===== config.mk =====
export PLATFORM = sky130hd
export DESIGN_NAME = mem_port_arbiter_flat
export DESIGN_NICKNAME = d
export VERILOG_FILES = /design/src/rtl/mem_port_arbiter_if.sv /design/src/rtl/mem_port_arbiter.sv /design/src/flat_wrapper.sv
export SDC_FILE = /design/constraint.sdc
export NUM_CORES = 1
export LEC_CHECK = 0
export CAP_MARGIN = 20
export CORE_AREA = 2 2 117 119
export CTS_BUF_LIST = sky130_fd_sc_hd__clkbuf_8 sky130_fd_sc_hd__clkbuf_16
export CTS_CLUSTER_DIAMETER = 80
export DETAILED_ROUTE_END_ITERATION = 12
export DIE_AREA = 0 0 119 121
export HOLD_SLACK_MARGIN = 0.15
export PLACE_DENSITY_LB_ADDON = 0.1
export RECOVER_POWER = 50
export SETUP_SLACK_MARGIN = 0.1
export SYNTH_ARGS = -nofsm -noshare
export SYNTH_HDL_FRONTEND = slang
export SYNTH_SLANG_ARGS = --single-unit

===== constraint.sdc =====
create_clock -name clk -period 3.35 [get_ports clk]
set_input_delay 0.335 -clock clk [delete_from_list [all_inputs] [get_ports clk]]
set_output_delay 0.335 -clock clk [all_outputs]
set_load 0.005 [all_outputs]

===== src/rtl/mem_port_arbiter_if.sv =====
// Data-memory port bundle shared by the CPU MEM stage, the DMA master
// and the memory itself; the arbiter takes the slave view.
interface mem_port_arbiter_if #(
  parameter int ADDR_W = 32,
  parameter int DATA_W = 32
);
  logic              cpu_rd;
  logic              cpu_wr;
  logic [ADDR_W-1:0] cpu_addr;
  logic [DATA_W-1:0] cpu_wdata;
  logic [DATA_W-1:0] cpu_rdata;
  logic              cpu_stall;
  logic              dma_req;
  logic              dma_we;
  logic [ADDR_W-1:0] dma_addr;
  logic [DATA_W-1:0] dma_wdata;
  logic              dma_gnt;
  logic              dma_rvalid;
  logic [DATA_W-1:0] dma_rdata;
  logic [ADDR_W-1:0] mem_addr;
  logic [DATA_W-1:0] mem_wdata;
  logic              mem_rd;
  logic              mem_we;
  logic [DATA_W-1:0] mem_rdata;

  modport slave (
    input  cpu_rd, cpu_wr, cpu_addr, cpu_wdata,
    input  dma_req, dma_we, dma_addr, dma_wdata,
    input  mem_rdata,
    output cpu_rdata, cpu_stall,
    output dma_gnt, dma_rvalid, dma_rdata,
    output mem_addr, mem_wdata, mem_rd, mem_we
  );

  modport master (
    output cpu_rd, cpu_wr, cpu_addr, cpu_wdata,
    output dma_req, dma_we, dma_addr, dma_wdata,
    output mem_rdata,
    input  cpu_rdata, cpu_stall,
    input  dma_gnt, dma_rvalid, dma_rdata,
    input  mem_addr, mem_wdata, mem_rd, mem_we
  );
endinterface


===== src/rtl/mem_port_arbiter.sv =====
// Data-memory port arbiter: CPU has fixed priority, a starvation counter
// forces bounded DMA bursts that stall the pipeline.
module mem_port_arbiter #(
  parameter int ADDR_W   = 32,
  parameter int DATA_W   = 32,
  parameter int MAX_WAIT = 4,
  parameter int BURST    = 4
) (
  input  logic              clk,
  input  logic              reset,
  mem_port_arbiter_if.slave bus
);
  localparam logic [0:0] NORMAL  = 1'b0;
  localparam logic [0:0] DMA_OWN = 1'b1;
  localparam logic [3:0] MAXW    = 4'(MAX_WAIT);
  localparam logic [3:0] BURSTL  = 4'(BURST);

  logic [0:0]        fsm_q, fsm_d;
  logic [3:0]        wait_cnt_q, wait_cnt_d;
  logic [3:0]        burst_cnt_q, burst_cnt_d;
  logic              dma_rvalid_q, dma_rvalid_d;
  logic [DATA_W-1:0] dma_rdata_q, dma_rdata_d;
  logic [ADDR_W-1:0] mem_addr_d;
  logic [DATA_W-1:0] mem_wdata_d;
  logic              cpu_acc;
  logic              gnt_raw;
  logic              gnt;

  always_comb begin
    cpu_acc     = bus.cpu_rd | bus.cpu_wr;
    gnt_raw     = 1'b0;
    fsm_d       = fsm_q;
    wait_cnt_d  = wait_cnt_q;
    burst_cnt_d = burst_cnt_q;
    unique case (fsm_q)
      NORMAL: begin
        if (bus.dma_req && wait_cnt_q == MAXW) begin
          gnt_raw    = 1'b1;
          wait_cnt_d = 4'd0;
          // the forced grant is itself the first beat of the burst
          if (BURSTL == 4'd1) begin
            fsm_d       = NORMAL;
            burst_cnt_d = 4'd0;
          end else begin
            fsm_d       = DMA_OWN;
            burst_cnt_d = 4'd1;
          end
        end else if (cpu_acc) begin
          if (bus.dma_req && wait_cnt_q < MAXW)
            wait_cnt_d = wait_cnt_q + 4'd1;
        end else if (bus.dma_req) begin
          gnt_raw    = 1'b1;
          wait_cnt_d = 4'd0;
        end
      end
      DMA_OWN: begin
        wait_cnt_d = 4'd0;
        if (bus.dma_req) begin
          gnt_raw = 1'b1;
          if (burst_cnt_q + 4'd1 >= BURSTL) begin
            fsm_d       = NORMAL;
            burst_cnt_d = 4'd0;
          end else begin
            burst_cnt_d = burst_cnt_q + 4'd1;
          end
        end else begin
          fsm_d       = NORMAL;
          burst_cnt_d = 4'd0;
        end
      end
      default: begin
        fsm_d       = NORMAL;
        wait_cnt_d  = 4'd0;
        burst_cnt_d = 4'd0;
      end
    endcase
  end

  // outputs are quiet while reset is held, independent of the clock
  assign gnt = gnt_raw & ~reset;

  always_comb begin
    mem_addr_d  = gnt ? bus.dma_addr  : bus.cpu_addr;
    mem_wdata_d = gnt ? bus.dma_wdata : bus.cpu_wdata;
  end

  assign bus.dma_gnt   = gnt;
  assign bus.cpu_stall = cpu_acc & gnt;
  assign bus.mem_addr  = mem_addr_d;
  assign bus.mem_wdata = mem_wdata_d;
  assign bus.mem_we    = ~reset & (gnt ? bus.dma_we  : bus.cpu_wr);
  assign bus.mem_rd    = ~reset & (gnt ? ~bus.dma_we : bus.cpu_rd);
  assign bus.cpu_rdata = bus.mem_rdata;

  always_comb begin
    dma_rvalid_d = gnt & ~bus.dma_we;
    dma_rdata_d  = dma_rvalid_d ? bus.mem_rdata : dma_rdata_q;
  end

  assign bus.dma_rvalid = dma_rvalid_q;
  assign bus.dma_rdata  = dma_rdata_q;

  always_ff @(posedge clk or posedge reset) begin
    if (reset) begin
      fsm_q        <= NORMAL;
      wait_cnt_q   <= 4'd0;
      burst_cnt_q  <= 4'd0;
      dma_rvalid_q <= 1'b0;
      dma_rdata_q  <= '0;
    end else begin
      fsm_q        <= fsm_d;
      wait_cnt_q   <= wait_cnt_d;
      burst_cnt_q  <= burst_cnt_d;
      dma_rvalid_q <= dma_rvalid_d;
      dma_rdata_q  <= dma_rdata_d;
    end
  end
endmodule

===== src/flat_wrapper.sv =====
// flat-port wrapper written by rule: the top's interface ports become plain ports
module mem_port_arbiter_flat 
#(
  parameter int ADDR_W   = 32,
  parameter int DATA_W   = 32,
  parameter int MAX_WAIT = 4,
  parameter int BURST    = 4
)
  (clk, reset, bus_cpu_rd, bus_cpu_wr, bus_cpu_addr, bus_cpu_wdata, bus_dma_req, bus_dma_we, bus_dma_addr, bus_dma_wdata, bus_mem_rdata, bus_cpu_rdata, bus_cpu_stall, bus_dma_gnt, bus_dma_rvalid, bus_dma_rdata, bus_mem_addr, bus_mem_wdata, bus_mem_rd, bus_mem_we);
  mem_port_arbiter_if #(.ADDR_W(ADDR_W), .DATA_W(DATA_W)) bus_i ();
  input  logic clk;
  input  logic reset;
  input wire logic [$bits(bus_i.cpu_rd)-1:0] bus_cpu_rd;
  input wire logic [$bits(bus_i.cpu_wr)-1:0] bus_cpu_wr;
  input wire logic [$bits(bus_i.cpu_addr)-1:0] bus_cpu_addr;
  input wire logic [$bits(bus_i.cpu_wdata)-1:0] bus_cpu_wdata;
  input wire logic [$bits(bus_i.dma_req)-1:0] bus_dma_req;
  input wire logic [$bits(bus_i.dma_we)-1:0] bus_dma_we;
  input wire logic [$bits(bus_i.dma_addr)-1:0] bus_dma_addr;
  input wire logic [$bits(bus_i.dma_wdata)-1:0] bus_dma_wdata;
  input wire logic [$bits(bus_i.mem_rdata)-1:0] bus_mem_rdata;
  output wire logic [$bits(bus_i.cpu_rdata)-1:0] bus_cpu_rdata;
  output wire logic [$bits(bus_i.cpu_stall)-1:0] bus_cpu_stall;
  output wire logic [$bits(bus_i.dma_gnt)-1:0] bus_dma_gnt;
  output wire logic [$bits(bus_i.dma_rvalid)-1:0] bus_dma_rvalid;
  output wire logic [$bits(bus_i.dma_rdata)-1:0] bus_dma_rdata;
  output wire logic [$bits(bus_i.mem_addr)-1:0] bus_mem_addr;
  output wire logic [$bits(bus_i.mem_wdata)-1:0] bus_mem_wdata;
  output wire logic [$bits(bus_i.mem_rd)-1:0] bus_mem_rd;
  output wire logic [$bits(bus_i.mem_we)-1:0] bus_mem_we;
  assign bus_i.cpu_rd = bus_cpu_rd;
  assign bus_i.cpu_wr = bus_cpu_wr;
  assign bus_i.cpu_addr = bus_cpu_addr;
  assign bus_i.cpu_wdata = bus_cpu_wdata;
  assign bus_i.dma_req = bus_dma_req;
  assign bus_i.dma_we = bus_dma_we;
  assign bus_i.dma_addr = bus_dma_addr;
  assign bus_i.dma_wdata = bus_dma_wdata;
  assign bus_i.mem_rdata = bus_mem_rdata;
  assign bus_cpu_rdata = bus_i.cpu_rdata;
  assign bus_cpu_stall = bus_i.cpu_stall;
  assign bus_dma_gnt = bus_i.dma_gnt;
  assign bus_dma_rvalid = bus_i.dma_rvalid;
  assign bus_dma_rdata = bus_i.dma_rdata;
  assign bus_mem_addr = bus_i.mem_addr;
  assign bus_mem_wdata = bus_i.mem_wdata;
  assign bus_mem_rd = bus_i.mem_rd;
  assign bus_mem_we = bus_i.mem_we;
  mem_port_arbiter #(.ADDR_W(ADDR_W), .DATA_W(DATA_W), .MAX_WAIT(MAX_WAIT), .BURST(BURST)) u_core (.clk(clk), .reset(reset), .bus(bus_i));
endmodule

Fig. 1: run 1, the metal 1 layer
Bar = 20 microns.
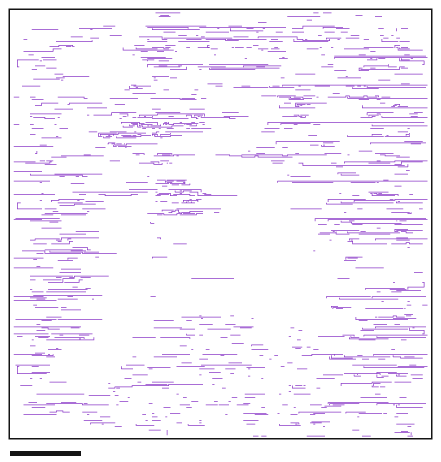
longest straight run = 44.2 microns
main direction = horizontal
nets with wire on the layer = 565
share of all routed wire = 36%
wire length on this layer = 4220 microns

Fig. 2: run 1, met2 routing
Bar = 20 microns.
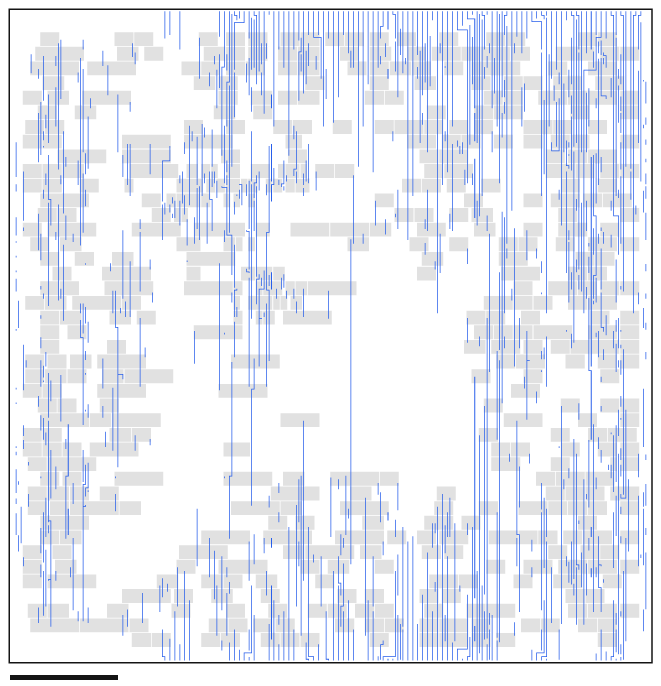
longest straight run = 60.2 microns
wire length on this layer = 6220 microns
share of all routed wire = 53%
final WL: 11800 microns
via count: 2858
met2 GRT Util: 0.292

Fig. 3: run 1, met3 routing
Bar = 20 microns.
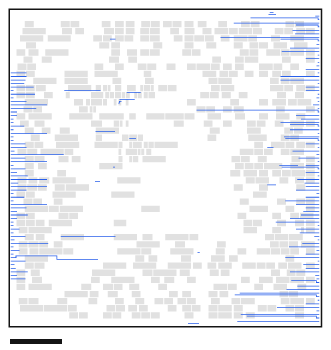
longest straight run = 46.5 microns
main direction = horizontal
wire length on this layer = 1170 microns

==> run 1: worst paths after layout <==
path / startpoint / to / slack, ns / depth (start not counted)
min in group asynchronous: reset / u_core.burst_cnt_q[1] / 0.79 / 3
worst min register to register: u_core.bus.dma_rdata[1] / u_core.bus.dma_rdata[1] / 0.50 / 1
max in group asynchronous: reset / u_core.bus.dma_rdata[5] / 2.19 / 3
worst max-delay path: u_core.wait_cnt_q[0] / bus_mem_wdata[31] / 0.26 / 8
worst max register to register: u_core.wait_cnt_q[0] / u_core.bus.dma_rdata[0] / 1.15 / 8
worst min-delay path: u_core.bus.dma_rdata[1] / u_core.bus.dma_rdata[1] / 0.50 / 1
==> run 1: cells by family after synthesis <==
family                     after synthesis
AOI/OAI and AO/OA                       18
adders and majority gates                3
buffers and inverters                   49
DFF                                     42
muxes                                   96
and+or+nand+nor                         25
==> run 1: layout make-up <==
type	instances	share of cell area
timing repair buffer	306	0.508
multi-input combinational	142	0.258
sequential	42	0.171
clock inverter	2	0.00204
clock buffer	6	0.0226
inverter	5	0.00306
tap	176	0.0359
==> run 1: stage by stage <==
step / hold slack (ns) / cell area, sq um / setup slack [ns]
floorplan: 0.487 / 3060 / 0.747
global placement: 0.489 / 5990 / 0.380
detailed placement: 0.495 / 5990 / 0.338
CTS: 0.509 / 6140 / 0.220
global route: 0.525 / 6140 / 0.160
finish: 0.498 / 6140 / 0.262
==> run 1: worst max-delay path, cell delays in order (launching register included) <==
cell,delay (ns)
dfrtp_1,0.37
inv_1,0.07
ha_1,0.20
and4b_4,0.23
o311ai_4,0.40
buf_12,0.23
buf_12,0.17
mux2_2,0.34
clkdlybuf4s50_1,0.48
==> run 1: power by group <==
group / internal, mW / switching [mW] / total (mW) / leakage [nW]
logic: 0.951 / 0.436 / 1.39 / 2.05
clock network: 0.295 / 0.189 / 0.484 / 0.0729
registers: 0.729 / 0.118 / 0.847 / 0.520
==> run 1: layer usage <==
layer	vias up	wire length, microns	track usage	share of wire
met4	0	230	0.0461	0.019
li1	1344	-	-	-
met3	13	1170	0.0555	0.099
met2	169	6220	0.292	0.53
met5	-	0	0	0
met1	1332	4220	0.169	0.36
==> run 1: sequential cells by signal, summed over array words and instances (netlist names) <==
signal                 count
u_core.bus.dma_rdata      32
u_core.burst_cnt_q         4
u_core.wait_cnt_q          4
u_core.bus.dma_rvalid      1
u_core.fsm_q               1
==> run 1: layout by cell type (no fill, tap or decap), types with 2 or more instances in the layout <==
cell / count
and2_1: 2
ha_1: 3
buf_4: 2
nor2_1: 5
a21oi_1: 4
nand2_1: 8
buf_12: 6
a32o_1: 2
nor3_1: 3
dlygate4sd3_1: 61
inv_1: 5
clkbuf_16: 5
mux2_4: 49
clkdlybuf4s50_1: 237
o21ai_0: 3
mux2_2: 47
dfrtp_1: 42
==> results.json, run 1 <==
{
  "status": "finished, final reports clean",
  "layout.nets": 671,
  "dieArea_sq_um": 14400,
  "fp_util": 0.234,
  "remaining_drc_errors": 0,
  "antenna_found_initial": 0,
  "antennaDiodeCount": 0,
  "grt_overflow": 0,
  "synth-seq-cells": 42,
  "syn_area_per_cell_sq_um": 13.1,
  "cts_sinks": 42,
  "cp-start-kind": "flop",
  "drt-wirelength-per-cell_microns": 17.4,
  "dp_hpwl_microns": 9870,
  "drt-pass1-iter-count": 4,
  "cp.arrival_ns": 2.75,
  "edf_count": 0,
  "root_buffer": "clkbuf_16",
  "top_logic_kind": "multiplexers",
  "grt_max_degree": 44,
  "die_w_microns": 119,
  "post_cts_resized": 0
}
==> inputs of run 2 (changes only) <==
SKIP_LAST_GASP = 1   (was not set)
Fig. 4: run 2, met2 routing
Bar = 20 microns.
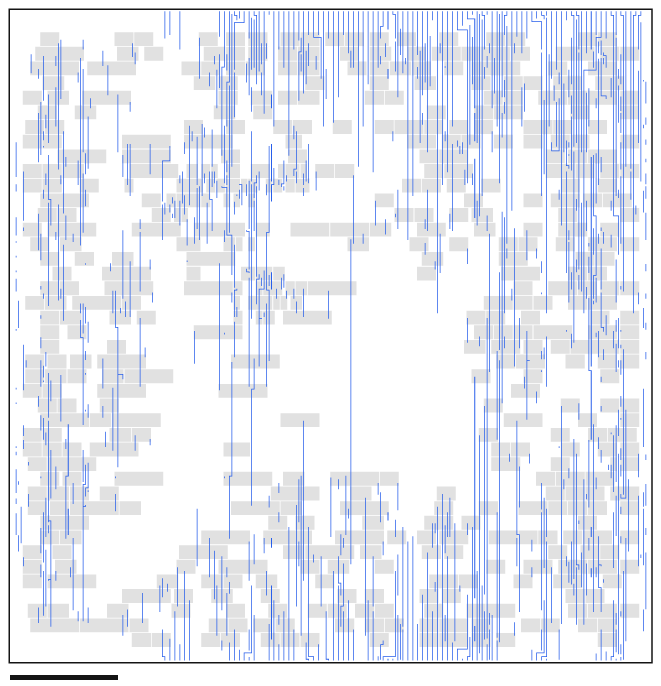
main direction = vertical
nets with wire on the layer = 614
longest straight run = 60.2 microns
wire length on this layer = 6220 microns

Fig. 5: run 2, track usage over the die
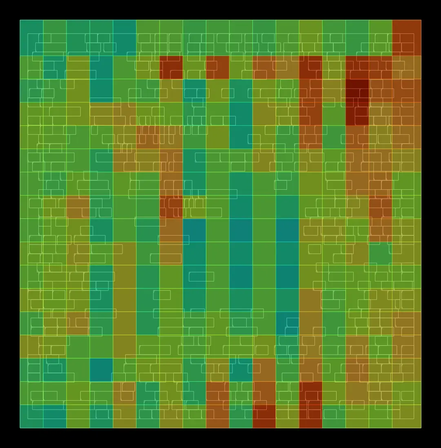
routing usage on met3: 0.0555
Top Usage Layer GRT: met2
Routed WL per cell: 17.4 microns

==> results.json, run 2 <==
{
  "dp_hpwl_microns": 9870,
  "synth-seq-cells": 42,
  "worstPathCellList": "inv_1, ha_1, and4b_4, o311ai_4, buf_12, buf_12, mux2_2, clkdlybuf4s50_1",
  "slowest_delay_ns": 0.48,
  "status": "finished, final reports clean",
  "remaining_drc_errors": 0,
  "root_buffer": "clkbuf_16",
  "critical-path-top-delay-family": "buffers and inverters",
  "antennaDiodeCount": 0,
  "dieArea_sq_um": 14400,
  "wl_microns": 11800,
  "crit_top_cell": "buf_12",
  "edf_count": 0,
  "drt-pass1-iter-count": 4,
  "fin_area_sq_um": 6140,
  "use_met2": 0.292,
  "largest_reg_flops": 32,
  "cts_sinks": 42,
  "syn_area_per_cell_sq_um": 13.1,
  "mostFrequentLayoutCell": "clkdlybuf4s50_1",
  "vias": 2858,
  "dpl_cell_area_sq_um": 5990,
  "met1_usage": 0.169,
  "fp_util": 0.234
}
run 2: area by class of cell:
class | count | area, sq um
clock buffer | 6 | 139
fill | 1193 | 6940
timing repair buffer | 306 | 3120
clock inverter | 2 | 12.5
tap | 176 | 220
inverter | 5 | 18.8
sequential | 42 | 1050
multi-input combinational | 142 | 1580
run 2: routing by layer:
metal / routed length [microns] / part of all wire / vias up
met5: 0 / 0 / -
met4: 230 / 0.019 / 0
met3: 1170 / 0.099 / 13
met1: 4220 / 0.36 / 1332
li1: - / - / 1344
met2: 6220 / 0.53 / 169
run 2: metrics by stage:
step | setup slack (ns) | util
5_1_grt | 0.160 | 0.469
3_3_place_gp | 0.380 | 0.458
3_5_place_dp | 0.338 | 0.458
4_1_cts | 0.220 | 0.469
2_1_floorplan | 0.747 | -
6_report | 0.262 | 0.469
run 2: power by group:
group	leakage, nW	switching (mW)	internal [mW]
sequential	0.520	0.118	0.729
combinational	2.05	0.436	0.951
clock	0.0729	0.189	0.295
run 2: logic make-up (layout without fill, tap and decap cells):
| kind of cell | Yosys count | in the layout | synth area share |
|---|---|---|---|
| adders and majority gates | 3 | 3 | 0.0123 |
| AOI/OAI and AO/OA | 18 | 18 | 0.0487 |
| and+or+nand+nor | 25 | 25 | 0.0429 |
| buffers and inverters | 49 | 319 | 0.139 |
| muxes | 96 | 96 | 0.413 |
| DFF | 42 | 42 | 0.343 |
run 2: final timing paths:
path,startpoint,end,cells after the start
max,u_core.wait_cnt_q[0],bus_mem_wdata[31],8
min,u_core.bus.dma_rdata[1],u_core.bus.dma_rdata[1],1
max reg2reg,u_core.wait_cnt_q[0],u_core.bus.dma_rdata[0],8
min reg2reg,u_core.bus.dma_rdata[1],u_core.bus.dma_rdata[1],1
max in group asynchronous,reset,u_core.bus.dma_rdata[5],3
min in group asynchronous,reset,u_core.burst_cnt_q[1],3
No activity file was given, so power comes from the tool's default toggle rates.
